==> config.mk <==
export PLATFORM = sky130hd
export DESIGN_NAME = rc4_stream_ctrl
export DESIGN_NICKNAME = d
export VERILOG_FILES = /design/src/rtl/rc4_ctrl_pkg.sv /design/src/rtl/rc4_byte_buf.sv /design/src/rtl/rc4_stream_ctrl.sv
export SDC_FILE = /design/constraint.sdc
export NUM_CORES = 1
export LEC_CHECK = 0
export CAP_MARGIN = 30
export CORE_MARGIN = 4
export CORE_UTILIZATION = 28
export CTS_CLUSTER_SIZE = 25
export DETAILED_ROUTE_END_ITERATION = 16
export PLACE_DENSITY = 0.4
export SYNTH_ARGS = -nofsm -noshare
export SYNTH_HDL_FRONTEND = slang
export SYNTH_HIERARCHICAL = 1
export SYNTH_SLANG_ARGS = --single-unit
==> constraint.sdc <==
create_clock -name CLK_IN -period 3.7 [get_ports CLK_IN]
set_input_delay 0.74 -clock CLK_IN [delete_from_list [all_inputs] [get_ports CLK_IN]]
set_output_delay 0.74 -clock CLK_IN [all_outputs]
set_load 0.03 [all_outputs]
==> src/rtl/rc4_ctrl_pkg.sv <==
// Shared types and defaults for the RC4 stream controller.
package rc4_ctrl_pkg;

    localparam int MAX_KEY_DEF = 32;
    localparam int MAX_MSG_DEF = 32;
    localparam int TIMEOUT_DEF = 2048;
    localparam int LEN_W       = 6;

    typedef enum logic [2:0] {
        ST_IDLE,
        ST_START,
        ST_WAIT_KEY,
        ST_KEY_XFER,
        ST_WAIT_PT,
        ST_PT_XFER,
        ST_DRAIN,
        ST_OUTPUT
    } state_t;

    function automatic logic len_ok(
        input logic [LEN_W-1:0] len,
        input int               max_len
    );
        return (len != '0) && (int'(len) <= max_len);
    endfunction

endpackage

==> src/rtl/rc4_byte_buf.sv <==
// Byte register file: one synchronous write port, one async read port.
module rc4_byte_buf
    import rc4_ctrl_pkg::*;
#(
    parameter int DEPTH = MAX_MSG_DEF,
    parameter int AW    = 5
) (
    input  logic          clk,
    input  logic          wr,
    input  logic [AW-1:0] waddr,
    input  logic [7:0]    wdata,
    input  logic [AW-1:0] raddr,
    output logic [7:0]    rdata
);

    logic [7:0] mem [DEPTH];

    always_ff @(posedge clk) begin
        if (wr) begin
            mem[waddr] <= wdata;
        end
    end

    assign rdata = mem[raddr];

endmodule

==> src/rtl/rc4_stream_ctrl.sv <==
// Job sequencer around one rc4 core: feeds key and plaintext,
// captures ciphertext and streams it back to the host.
module rc4_stream_ctrl
    import rc4_ctrl_pkg::*;
#(
    parameter int MAX_KEY = MAX_KEY_DEF,
    parameter int MAX_MSG = MAX_MSG_DEF,
    parameter int TIMEOUT = TIMEOUT_DEF
) (
    input  logic       CLK_IN,
    input  logic       RESET_N_IN,
    input  logic       KEY_WR_IN,
    input  logic [4:0] KEY_ADDR_IN,
    input  logic [7:0] KEY_DATA_IN,
    input  logic       MSG_WR_IN,
    input  logic [4:0] MSG_ADDR_IN,
    input  logic [7:0] MSG_DATA_IN,
    input  logic [5:0] KEY_LEN_IN,
    input  logic [5:0] MSG_LEN_IN,
    input  logic       GO_IN,
    input  logic       ABORT_IN,
    output logic       BUSY_OUT,
    output logic       DONE_OUT,
    output logic       ERROR_OUT,
    output logic       OUT_VALID_OUT,
    output logic [7:0] OUT_DATA_OUT,
    input  logic       OUT_READY_IN,
    output logic       RC4_START_OUT,
    output logic       RC4_STOP_OUT,
    output logic       RC4_HOLD_OUT,
    output logic [7:0] RC4_KEY_SIZE_OUT,
    output logic [7:0] RC4_KEY_BYTE_OUT,
    output logic [7:0] RC4_PLAIN_BYTE_OUT,
    input  logic       RC4_START_KEY_CPY_IN,
    input  logic       RC4_BUSY_IN,
    input  logic       RC4_READ_PLAINTEXT_IN,
    input  logic [7:0] RC4_ENC_BYTE_IN
);

    localparam int AW = 5;
    localparam int TW = $clog2(TIMEOUT + 1);
    localparam logic [TW-1:0]    TMO_LAST = TW'(TIMEOUT - 1);
    localparam logic [TW-1:0]    TMO_ONE  = TW'(1);
    localparam logic [LEN_W-1:0] ONE      = LEN_W'(1);

    state_t           state;
    logic [LEN_W-1:0] key_len;
    logic [LEN_W-1:0] msg_len;
    logic [LEN_W-1:0] key_cnt;
    logic [LEN_W-1:0] pt_cnt;
    logic [LEN_W-1:0] cap_cnt;
    logic [LEN_W-1:0] rd_cnt;
    logic [TW-1:0]    tmo_cnt;
    logic             cap_en;

    logic [LEN_W-1:0] key_nxt;
    logic [LEN_W-1:0] pt_nxt;
    logic [LEN_W-1:0] rd_nxt;
    logic [7:0]       key_rd;
    logic [7:0]       msg_rd;
    logic [7:0]       cip_rd;
    logic             idle;
    logic             cap_wr;
    logic             tmo_hit;
    logic             unused_bits;

    assign idle    = (state == ST_IDLE);
    assign key_nxt = key_cnt + ONE;
    assign pt_nxt  = pt_cnt + ONE;
    assign rd_nxt  = rd_cnt + ONE;
    assign tmo_hit = (tmo_cnt == TMO_LAST);
    assign cap_wr  = cap_en &&
                     (state == ST_PT_XFER || state == ST_DRAIN);

    assign RC4_HOLD_OUT = 1'b0;
    assign unused_bits  = ^{RC4_BUSY_IN, key_nxt[LEN_W-1],
                            pt_nxt[LEN_W-1], rd_nxt[LEN_W-1]};

    // Read addresses look one byte ahead so the next byte
    // is ready to register on the following edge.
    rc4_byte_buf #(.DEPTH(MAX_KEY), .AW(AW)) u_key_buf (
        .clk   (CLK_IN),
        .wr    (KEY_WR_IN && idle),
        .waddr (KEY_ADDR_IN),
        .wdata (KEY_DATA_IN),
        .raddr ((state == ST_KEY_XFER) ? key_nxt[AW-1:0] : '0),
        .rdata (key_rd)
    );

    rc4_byte_buf #(.DEPTH(MAX_MSG), .AW(AW)) u_msg_buf (
        .clk   (CLK_IN),
        .wr    (MSG_WR_IN && idle),
        .waddr (MSG_ADDR_IN),
        .wdata (MSG_DATA_IN),
        .raddr ((state == ST_PT_XFER) ? pt_nxt[AW-1:0] : '0),
        .rdata (msg_rd)
    );

    rc4_byte_buf #(.DEPTH(MAX_MSG), .AW(AW)) u_cip_buf (
        .clk   (CLK_IN),
        .wr    (cap_wr),
        .waddr (cap_cnt[AW-1:0]),
        .wdata (RC4_ENC_BYTE_IN),
        .raddr (OUT_VALID_OUT ? rd_nxt[AW-1:0] : rd_cnt[AW-1:0]),
        .rdata (cip_rd)
    );

    always_ff @(posedge CLK_IN or negedge RESET_N_IN) begin
        if (!RESET_N_IN) begin
            state              <= ST_IDLE;
            key_len            <= '0;
            msg_len            <= '0;
            key_cnt            <= '0;
            pt_cnt             <= '0;
            cap_cnt            <= '0;
            rd_cnt             <= '0;
            tmo_cnt            <= '0;
            cap_en             <= 1'b0;
            BUSY_OUT           <= 1'b0;
            DONE_OUT           <= 1'b0;
            ERROR_OUT          <= 1'b0;
            OUT_VALID_OUT      <= 1'b0;
            OUT_DATA_OUT       <= '0;
            RC4_START_OUT      <= 1'b0;
            RC4_STOP_OUT       <= 1'b0;
            RC4_KEY_SIZE_OUT   <= '0;
            RC4_KEY_BYTE_OUT   <= '0;
            RC4_PLAIN_BYTE_OUT <= '0;
        end else begin
            RC4_START_OUT <= 1'b0;
            RC4_STOP_OUT  <= 1'b0;
            DONE_OUT      <= 1'b0;
            ERROR_OUT     <= 1'b0;
            if (ABORT_IN && !idle) begin
                state              <= ST_IDLE;
                RC4_STOP_OUT       <= 1'b1;
                BUSY_OUT           <= 1'b0;
                OUT_VALID_OUT      <= 1'b0;
                RC4_KEY_BYTE_OUT   <= '0;
                RC4_PLAIN_BYTE_OUT <= '0;
            end else begin
                unique case (state)
                    ST_IDLE: begin
                        if (GO_IN) begin
                            if (len_ok(KEY_LEN_IN, MAX_KEY) &&
                                len_ok(MSG_LEN_IN, MAX_MSG)) begin
                                key_len          <= KEY_LEN_IN;
                                msg_len          <= MSG_LEN_IN;
                                RC4_KEY_SIZE_OUT <= {2'b00, KEY_LEN_IN};
                                BUSY_OUT         <= 1'b1;
                                RC4_START_OUT    <= 1'b1;
                                state            <= ST_START;
                            end else begin
                                ERROR_OUT <= 1'b1;
                            end
                        end
                    end
                    ST_START: begin
                        tmo_cnt <= '0;
                        key_cnt <= '0;
                        state   <= ST_WAIT_KEY;
                    end
                    ST_WAIT_KEY: begin
                        if (RC4_START_KEY_CPY_IN) begin
                            RC4_KEY_BYTE_OUT <= key_rd;
                            state            <= ST_KEY_XFER;
                        end else if (tmo_hit) begin
                            RC4_STOP_OUT <= 1'b1;
                            ERROR_OUT    <= 1'b1;
                            BUSY_OUT     <= 1'b0;
                            state        <= ST_IDLE;
                        end else begin
                            tmo_cnt <= tmo_cnt + TMO_ONE;
                        end
                    end
                    ST_KEY_XFER: begin
                        if (key_cnt == key_len - ONE) begin
                            RC4_KEY_BYTE_OUT <= '0;
                            tmo_cnt          <= '0;
                            state            <= ST_WAIT_PT;
                        end else begin
                            RC4_KEY_BYTE_OUT <= key_rd;
                            key_cnt          <= key_nxt;
                        end
                    end
                    ST_WAIT_PT: begin
                        if (RC4_READ_PLAINTEXT_IN) begin
                            RC4_PLAIN_BYTE_OUT <= msg_rd;
                            pt_cnt             <= '0;
                            cap_cnt            <= '0;
                            cap_en             <= 1'b0;
                            state              <= ST_PT_XFER;
                        end else if (tmo_hit) begin
                            RC4_STOP_OUT <= 1'b1;
                            ERROR_OUT    <= 1'b1;
                            BUSY_OUT     <= 1'b0;
                            state        <= ST_IDLE;
                        end else begin
                            tmo_cnt <= tmo_cnt + TMO_ONE;
                        end
                    end
                    ST_PT_XFER: begin
                        // Core output lags the plaintext by two edges,
                        // so the last capture always lands in DRAIN.
                        cap_en <= 1'b1;
                        if (cap_wr) begin
                            cap_cnt <= cap_cnt + ONE;
                        end
                        if (pt_cnt == msg_len - ONE) begin
                            RC4_PLAIN_BYTE_OUT <= '0;
                            state              <= ST_DRAIN;
                        end else begin
                            RC4_PLAIN_BYTE_OUT <= msg_rd;
                            pt_cnt             <= pt_nxt;
                        end
                    end
                    ST_DRAIN: begin
                        if (cap_cnt == msg_len - ONE) begin
                            RC4_STOP_OUT <= 1'b1;
                            rd_cnt       <= '0;
                            state        <= ST_OUTPUT;
                        end else begin
                            cap_cnt <= cap_cnt + ONE;
                        end
                    end
                    ST_OUTPUT: begin
                        if (!OUT_VALID_OUT) begin
                            OUT_VALID_OUT <= 1'b1;
                            OUT_DATA_OUT  <= cip_rd;
                        end else if (OUT_READY_IN) begin
                            if (rd_cnt == msg_len - ONE) begin
                                OUT_VALID_OUT <= 1'b0;
                                DONE_OUT      <= 1'b1;
                                BUSY_OUT      <= 1'b0;
                                state         <= ST_IDLE;
                            end else begin
                                OUT_DATA_OUT <= cip_rd;
                                rd_cnt       <= rd_nxt;
                            end
                        end
                    end
                    default: state <= ST_IDLE;
                endcase
            end
        end
    end

endmodule

run_1/congestion_map.png
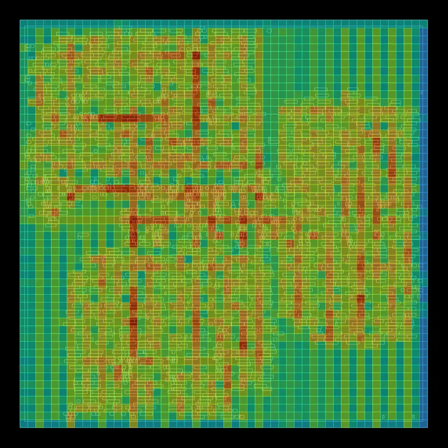
most crowded layer after global routing: met2
met1 track utilization from global routing: 0.199
fin util: 0.340
aggregate global-route resource usage: 0.134

run_1/closeup.png
Region (167, 95) to (192, 120) microns. Cells in grey, sequential cells in the stronger grey; small squares are vias.
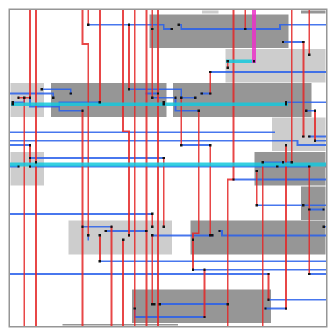
M2 -> red
M4 -> magenta
M3 -> cyan
M1 -> blue
sequential cells in the window = 6
netlist names of flops here include = u_msg_buf/mem (5), RC4_PLAIN_BYTE_OUT (1)
most frequent = edfxtp_1 (5), mux4_2 (2)
cells with their middle in the window = 11

run_1/ff_map.png
Drawn at 1 px/micron.
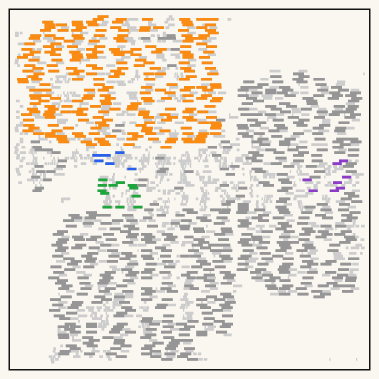
OUT_DATA_OUT -> purple  # placed flops 8, where east
key_cnt -> blue  # placed flops 6, where west
tmo_cnt -> green  # placed flops 12
u_key_buf/mem -> orange  # placed flops 256

==> PnR_summary.wiki, run 1 <==
== Implementation results ==
{| class="wikitable"
! Metric !! Value
|-
| Result of the run || completed
|-
| Global-route wire length before repair || 129,000 microns
|-
| Setup skew after layout || 0.0301 ns
|-
| Root buffer selected by CTS || clkbuf_16
|-
| Fill cell count || 11,600
|-
| Seq group || 11.2 mW
|-
| Worst hold path class || input port to async pin
|-
| Tightest hold margin || 0.0466 ns
|-
| Sum of met3 wire segment lengths after detailed routing || 4160 microns
|-
| Met3 Use GR || 0.0233
|-
| Combined flip-flop and latch cell area || 25,100 sq um
|-
| Commonest cells in the synthesized netlist || edfxtp_1, mux4_2, nor2_1
|-
| Setup violation total in the final timing report || 0
|-
| Part of the total power dissipated in the clock network || 0.391
|-
| Cell count in the Yosys report || 1,743
|-
| Post_cts resized || 0
|-
| Gate count of the mapped netlist || 1,743
|-
| Gate power share || 0.152
|-
| Global-route congestion overflow total || 0
|-
| Top cells by area || edfxtp_1, mux4_2, dfrtp_1, nor2_1, mux2_2
|-
| Synthesized chip area reported by yosys || 34,500 sq um
|-
| WL/cell || 23.6 microns
|-
| Sort of element at the start of the critical path || register
|-
| Total clock network power || 9.58 mW
|-
| Biggest registers after layout || u_cip_buf/mem: 256 flops, u_key_buf/mem: 256 flops, u_msg_buf/mem: 256 flops
|-
| Total power density per cell area || 590 nW/um^2
|-
| Crit path kind || register to register
|-
| Top-count cell post-synth || edfxtp_1
|-
| Num Clock Sinks || 850
|-
| Max Cap Violations || 0
|-
| Top cell class by occupied area || sequential cells
|-
| Total negative slack || 0 ns
|-
| Top-area cell share || 0.669
|-
| Endpoint of the worst setup timing path || tmo_cnt[11]$_DFFE_PN0P_
|-
| Cell taking the most area after synthesis || edfxtp_1
|-
| Top routing layer used || met4
|-
| Worst setup slack for register-to-register paths || 0.34 ns
|-
| Slew Viols, Final || 0
|-
| Net switching component of the power || 6.41 mW
|-
| Area delta synth->final || 20.4%
|-
| Synthesis Warnings || 6
|-
| Most frequently used flop master after synthesis || edfxtp_1
|-
| Final clock period utilization by the worst path || 0.907
|-
| Worst path slowest cell || nor4_1
|-
| Clock transition at path regs || 0.06 ns
|-
| CP Cell Sequence || inv_1 > ha_1 > o21ba_1 > a221oi_1 > a41oi_1 > nor4_1 > o311ai_1 > buf_4 > or2_1 > o41ai_1
|-
| Total CTS buffers || 98
|-
| Die Size || 129,000 sq um
|-
| Reg-to-reg critical path endpoint || tmo_cnt[11]$_DFFE_PN0P_
|-
| Number of enable flip-flop cells || 768
|-
| Number of antenna-violating nets in the routed design || 0
|-
| Clock tree from TritonCTS || done
|-
| Final antenna diode count || 2
|-
| Area used by multi-input combinational logic || 8920 sq um
|-
| Detailed-route DRC error count || 0
|-
| Commonest cells after routing, fill and taps aside || edfxtp_1, mux4_2, buf_4
|-
| Number of tap cells added at floorplan || 1,625
|-
| Non-clock buffer area fraction after layout || 0.0527
|-
| Number of buffers and inverters on the critical path || 2
|-
| Design internal power || 18.1 mW
|-
| Top power consumer group || registers
|-
| Clock buffer instance count of the final layout || 129
|-
| Hold violation count in the final report || 0
|-
| CP top delay family || AND-OR/OR-AND gates
|-
| Logic share of the area || 0.215
|-
| Register fraction of the total cell area || 0.605
|-
| Logic depth of the worst register-to-register path || 10
|-
| Maximum level of the CTS H-tree || 3
|-
| Max-slew headroom || 0.305
|-
| Initial antenna violation count || 6
|-
| Buffers excl. clock || 245
|-
| Worst-case vdd ir drop || 0.354 mV
|-
| Longest Clk Path Bufs || 3
|-
| OpenROAD warning count || 27
|-
| Setup Buffers After CTS || 0
|-
| WP depth || 10
|-
| Post-synthesis register bit count || 850
|-
| Width of the chip || 359 microns
|-
| Highest net fanout along the worst path || 14
|-
| RR Startpoint || key_len[0]$_DFFE_PN0P_
|-
| Std cell rows || 128
|-
| Post-CTS Hold Buffers || 0
|-
| Final net count || 2,061
|-
| Leakage power total || 13.2 nW
|-
| Switching share of total power || 0.262
|-
| Sequential cell count || 850
|-
| Worst-Skew Late Latency || 0.67 ns
|-
| Power in combinational cells || 3.73 mW
|-
| Half-perimeter wire length of the detailed placement result || 55,800 microns
|-
| Transition at the pin with the smallest max-transition slack || 1.03 ns
|-
| Post-layout total power || 24.5 mW
|-
| Longest individual stage delay on the worst path || 0.56 ns
|-
| Number of global-route vias before repair || 18,400
|-
| Met2 Use GR || 0.206
|-
| Pin count of the biggest net entering global routing || 66
|-
| Total number of vias || 17,400
|-
| Maximum clock frequency || 298 MHz
|-
| Height of the die || 359 microns
|-
| Fraction of final layout cells sized beyond drive strength 1 || 0.287
|-
| Starting density of the core || 0.283
|-
| Total routed wire length on the met1 layer || 42,000 microns
|-
| Most frequent logic cell in the layout || edfxtp_1
|-
| Crit path arrival time || 3.89 ns
|-
| Unrepaired setup endpoints after global routing || no
|-
| FFs w/ async S/R, synth || 0.0965
|-
| Average size of a mapped cell || 19.8 sq um
|}
run 1: stage by stage:
step | utilization | cell area [sq um] | cells | setup WS (ns)
detailed placement | 0.314 | 38300 | 3523 | 0.131
CTS | 0.340 | 41500 | 3705 | 0.385
global placement | 0.314 | 38300 | 3523 | 0.175
finish | 0.340 | 41500 | 3707 | 0.344
floorplan | - | 34500 | 1745 | 0.469
global route | 0.340 | 41500 | 3705 | 0.142
run 1: kinds of logic after synthesis:
group                      after synthesis  synth area share
other                                    1          0.000109
buffers and inverters                  106            0.0149
AOI/OAI and AO/OA                      106            0.0220
and+or+nand+nor                        342            0.0481
xor gates and xnor gates                43            0.0118
DFF                                    850             0.728
muxes                                  288             0.172
adders and majority gates                7           0.00254
==> inputs of run 2 (changes only) <==
--- a/config.mk
+++ b/config.mk
@@ -6,7 +6,7 @@
 export NUM_CORES = 1
 export LEC_CHECK = 0
 export CAP_MARGIN = 30
-export CORE_MARGIN = 4
+export CORE_MARGIN = 5
 export CORE_UTILIZATION = 28
 export CTS_CLUSTER_SIZE = 25
 export DETAILED_ROUTE_END_ITERATION = 16
run_2/closeup.png
Region (168, 96) to (193, 121) microns. Cells in grey, sequential cells in the stronger grey; small squares are vias.
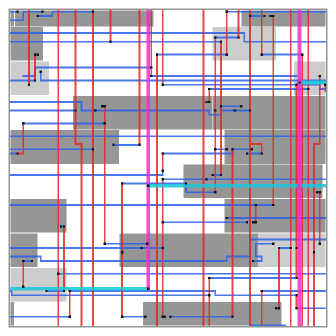
M2 -> red
M3 -> cyan
M1 -> blue
M4 -> magenta
sequential cells in the window = 8
netlist names of flops here include = u_msg_buf/mem (8)
cells with their middle in the window = 11
most frequent = edfxtp_1 (8), mux4_2 (2), clkbuf_8 (1)

run_2/pinout.png
Drawn at 1 px/micron. Pins as bars across the die edge, other pins in grey.
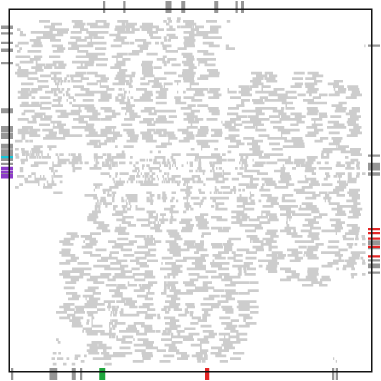
ERROR_OUT -> cyan  # pins 1, direction output, edge west
RC4_PLAIN_BYTE_OUT -> red  # pins 8, direction output, edge 5 east, 3 south
MSG_LEN_IN -> purple  # pins 6, direction input, edge west
MSG_ADDR_IN -> green  # pins 5, direction input, edge south

==> PnR_summary.wiki, run 2 <==
== Implementation results ==
{| class="wikitable"
! Metric !! Value
|-
| RR Startpoint || rd_cnt[0]$_DFFE_PN0P_
|-
| FFs w/ async S/R, synth || 0.0965 (unchanged)
|-
| Global-route wire length before repair || 129,000 microns (+0.34%)
|-
| Root buffer selected by CTS || clkbuf_16
|-
| Maximum level of the CTS H-tree || 3 (unchanged)
|-
| Most frequent logic cell in the layout || edfxtp_1
|-
| Global-route congestion overflow total || 0 (unchanged)
|-
| Sum of met3 wire segment lengths after detailed routing || 3990 microns (-4.0%)
|-
| Pin count of the biggest net entering global routing || 65 (-1.5%)
|-
| Gate power share || 0.153 (about the same)
|-
| Longest individual stage delay on the worst path || 0.55 ns (about the same)
|-
| XOR/XNOR Fraction of Synth Area || 0.0118 (unchanged)
|-
| Detailed-route DRC error count || 0 (unchanged)
|-
| Biggest registers after layout || u_cip_buf/mem: 256 flops, u_key_buf/mem: 256 flops, u_msg_buf/mem: 256 flops
|-
| WP depth || 8 (-2)
|-
| Top routing layer used || met4
|-
| Reg-to-reg critical path endpoint || OUT_DATA_OUT[2]$_DFFE_PN0P_
|-
| Most crowded layer after global routing || met2
|-
| Number of enable flip-flop cells || 768 (unchanged)
|-
| Switching share of total power || 0.260 (-0.00229)
|-
| Area used by multi-input combinational logic || 8920 sq um (unchanged)
|-
| Std cell rows || 128 (unchanged)
|-
| Setup violation total in the final timing report || 0 (unchanged)
|-
| Total CTS buffers || 100 (+2.0%)
|-
| Worst-case vdd ir drop || 0.417 mV (+18%)
|-
| Commonest cells in the synthesized netlist || edfxtp_1, mux4_2, nor2_1
|-
| Max Cap Violations || 0 (unchanged)
|-
| Part of the total power dissipated in the clock network || 0.391 (about the same)
|-
| Crit path arrival time || 3.84 ns (-0.05 ns)
|-
| Synthesized chip area reported by yosys || 34,500 sq um (unchanged)
|-
| Met1 track utilization from global routing || 0.199 (+0.000366)
|-
| Power in combinational cells || 3.73 mW (about the same)
|-
| Hold violation count in the final report || 0 (unchanged)
|-
| Final WS setup || 0.394 ns (+0.0499 ns)
|-
| Yosys simple share || 0.0481 (unchanged)
|-
| Number of antenna-violating nets in the routed design || 0 (unchanged)
|-
| Final clock period utilization by the worst path || 0.893 (-0.0135)
|-
| Clock transition at path regs || 0.06 ns (about the same)
|-
| Final antenna diode count || 0 (-2)
|-
| Fraction of final layout cells sized beyond drive strength 1 || 0.291 (+0.00433)
|-
| Design area || 41,600 sq um (+0.24%)
|-
| Post-CTS Hold Buffers || 1 (+1)
|-
| Average size of a mapped cell || 19.8 sq um (unchanged)
|-
| Design internal power || 18.1 mW (about the same)
|-
| Met2 Use GR || 0.205 (-0.000241)
|-
| Clock tree from TritonCTS || done
|-
| Highest net fanout along the worst path || 64 (+50)
|-
| Commonest cells after routing, fill and taps aside || edfxtp_1, mux4_2, buf_4
|-
| CP top delay family || multiplexers
|-
| Number of global-route vias before repair || 18,400 (-0.065%)
|-
| Worst-Skew Late Latency || 0.66 ns (about the same)
|-
| Net switching component of the power || 6.34 mW (-1.1%)
|-
| Synthesis Warnings || 6 (unchanged)
|-
| Half-perimeter wire length of the detailed placement result || 56,400 microns (+1.2%)
|-
| CP Cell Sequence || ha_1 > nand2_1 > xnor2_2 > buf_12 > mux4_2 > mux4_2 > mux2_2 > mux2_1
|-
| Total clock network power || 9.55 mW (about the same)
|-
| Pre-CTS setup slack || 0.163 ns (+0.0314 ns)
|-
| Fill cell count || 11,600 (-0.017%)
|-
| Worst path slowest cell || dfrtp_1
|-
| Area delta synth->final || 20.7%
|-
| Endpoint of the worst setup timing path || OUT_DATA_OUT[2]$_DFFE_PN0P_
|-
| Result of the run || completed
|-
| Starting density of the core || 0.283 (unchanged)
|-
| Aggregate global-route resource usage || 0.134 (-0.000232)
|-
| Count of placed standard cells including taps || 3,538 (+0.43%)
|}
run_2/ff_map.png
Drawn at 1 px/micron.
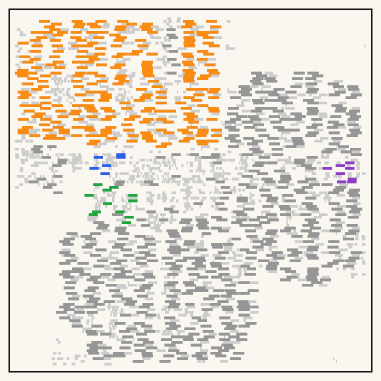
key_cnt -> blue  # placed flops 6, where west
OUT_DATA_OUT -> purple  # placed flops 8, where east
tmo_cnt -> green  # placed flops 12, where west
u_key_buf/mem -> orange  # placed flops 256
not coloured = 568

[run 2: cell counts after synthesis]
No cell type changed its count.
[run 2: cell type report]
cell class / instances / area share
Inverter: 14 / 0.00126
Clock inverter: 52 / 0.0112
Tap cell: 1625 / 0.0488
Sequential cell: 850 / 0.603
Clock buffer: 138 / 0.0658
Multi-Input combinational cell: 789 / 0.214
Timing Repair Buffer: 261 / 0.0554
[run 2: worst reg2reg max path, delay by kind of cell (launching register included)]
kind | cells | cell delay, ns
flops | 1 | 0.55
mux | 4 | 1.64
buf+inv | 1 | 0.38
fa+ha+maj | 1 | 0.31
xor+xnor | 1 | 0.19
simple gates | 1 | 0.12
Power figures rest on the tool's default switching activity, not on a simulated workload.
